Fig. 1: met3 routing
(1 px per µm)
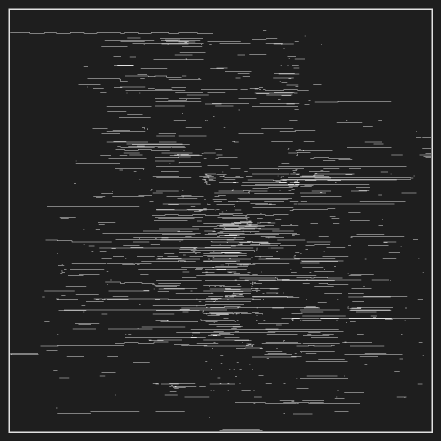
Fig. 2: routing congestion
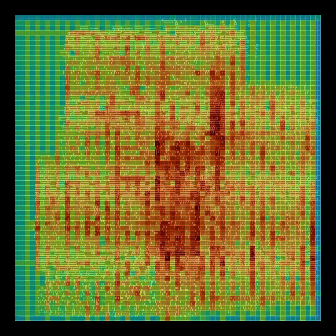
==> config.mk <==
export PLATFORM = sky130hd
export DESIGN_NAME = conv_seq_ctrl
export DESIGN_NICKNAME = d
export VERILOG_FILES = /design/src/rtl/conv_seq_ctrl.sv
export SDC_FILE = /design/constraint.sdc
export NUM_CORES = 2
export LEC_CHECK = 0
export CAP_MARGIN = 10
export CORE_MARGIN = 4
export CORE_UTILIZATION = 45
export CTS_CLUSTER_DIAMETER = 50
export CTS_CLUSTER_SIZE = 28
export DETAILED_ROUTE_END_ITERATION = 7
export SYNTH_ARGS = -nofsm -noshare
export SYNTH_HDL_FRONTEND = slang
export SYNTH_SLANG_ARGS = --single-unit
export TNS_END_PERCENT = 30
==> constraint.sdc <==
create_clock -name clk -period 10.4 [get_ports clk]
set_input_delay 1.56 -clock clk [delete_from_list [all_inputs] [get_ports clk]]
set_output_delay 1.56 -clock clk [all_outputs]
set_load 0.05 [all_outputs]
==> results.txt <==
Notes from the flow run.

Pwr:
- The clock network burns 39.1% of the power.
- The run puts the overall power at 15.7 mW.
- The run gives the part of the total power dissipated in combinational logic as 10.3%.
- Summed over the clock group, the power is 6.13 mW.
- The leakage power in the latest report is 29.2 nW.
- The run gives the reported combinational group power as 1.62 mW.

Timing:
- The run puts the number of pins with negative max-slew slack in the final report at 0.
- For reference, the final report shows the hold violation count at 0.
- The run gives the final worst clock skew as 0.0354 ns.
- The run gives the highest achievable clock rate as 0.211 GHz.
- The run puts the transition time at the pin with the least slew margin at 1.33 ns.
- The run gives the final critical-path share of the clock period as 45.6%.
- The run gives the total negative slack for setup checks as 0 ns.

Yosys:
- For reference, simple AND, OR, NAND and NOR cells occupy 15.9% of the area reported after synthesis.
- The run gives the sequential-to-total area share from yosys stat as 64.5%.
- The run puts the synthesized area per cell at 14.5 µm².
- The cell type that accounts for the most area after synthesis is edfxtp_1.
- The run puts the post-synthesis mux area share at 12.2%.
- The run puts the fraction of synthesized cell area taken by the top area cell type at 60.0%.
- The run gives the complex-gate fraction of the synthesized area as 3.64%.
- The run gives the synthesized instance count as 5296.
- The run gives the yosys stat cell total as 5296.
- The run gives the unique cell type count in the Yosys netlist as 69.
- Yosys reports a chip area of 76900 µm².

Global route:
- The run puts the first-pass GRT wire length at 315000 µm.
- The run puts the global router's overall resource usage at 24.5%.
- The run gives the global routing usage on met2 as 39.3%.
- The run gives the met1 layer usage reported by global route as 33.0%.
- The run gives the via count of the first global-routing pass as 43.1k.
- The number of antenna violations at the first check in global routing came to 6.

Cells and area:
- The run gives the count of fill cells added during filler insertion as 14.1k.
- The run gives the number of flip-flops under the largest register name as 1536.
- The net count of the finished layout is 5303.

Worst setup path:
- Among all stages on the critical path, the maximum delay recorded is 0.90 ns.
- The run puts the arrival time reported for the critical path endpoint at 5.18 ns.
- Listed in order, past its start point the critical path passes clkdlybuf4s50_1 > nand2_1 > nor2_1 > nand4b_1 > nor4_2 > buf_4 > or2_2.
- The setup path with the least slack is of type in2reg.

Detailed routing:
- Per the detail_route report, vias per standard cell equal 5.78.
- The DRC violation total left in the routed layout is recorded as 0.
- The run gives the remaining antenna violation count after routing as 0.

Clock network:
- The run gives the total number of clock tree sinks as 1709.
- The tree is rooted in a clkbuf_16.
- The run puts the number of buffers added for setup after CTS at 0.
- The run gives the level count of the clock H-tree as 4.

Flow run:
- Max-cap violations in this run came to 0.
- The run gives the count of tool warnings as 42.

Floorplanning:
- The run gives the effective utilization at floorplan as 45.3%.
- The run gives the number of placement rows as 151.
- The run puts the number of primary I/O pins at 94.
- The run puts the vertical die dimension at 421 µm.
- The core region is 170000 µm².

Run status:
- The flow ran to the end, and the final reports show no timing, DRC or antenna violations.
## Picture notes: Fig. 1
463 nets have wire on it. The wires run mostly horizontal. The layer holds 7.4% of the routed length. The longest straight run is 163 µm. The layer carries 16300 µm of wire.
GR met3 Demand/Resource: 4.32%
total number of vias: 43.8k

## Picture notes: Fig. 2
global routing's busiest layer: met2
Finished Core Util: 50.5%
DR WL/cell: 29.0 µm

stage by stage:
stage                     instance area, µm²  std cells  worst slack (ns)  hold slack (ns)
after floorplan                        76900       5296              5.77            0.414
after global placement                 80100       7275              5.05            0.419
after detailed placement               80100       7275              4.92            0.424
after CTS                              85600       7569              5.75            0.434
after global routing                   85700       7575              5.45            0.448
final                                  85700       7578              5.66            0.428
cell type report:
cell class	instances	area (µm²)	area share, %
Antenna cell	3	7.51	0.00876
Clock buffer	171	4070	4.74
Clock inverter	123	1400	1.63
Inverter	82	310	0.362
Multi-Input combinational cell	3004	25300	29.5
Sequential cell	1709	49600	57.9
Tap cell	2218	2780	3.24
Timing Repair Buffer	268	2230	2.60
worst max-delay path, delay by kind of cell:
family                 cells  cell delay (ns)
buffers and inverters      2             0.82
AND/OR/NAND/NOR            5             2.78
Power is estimated from default activity; no workload was simulated.
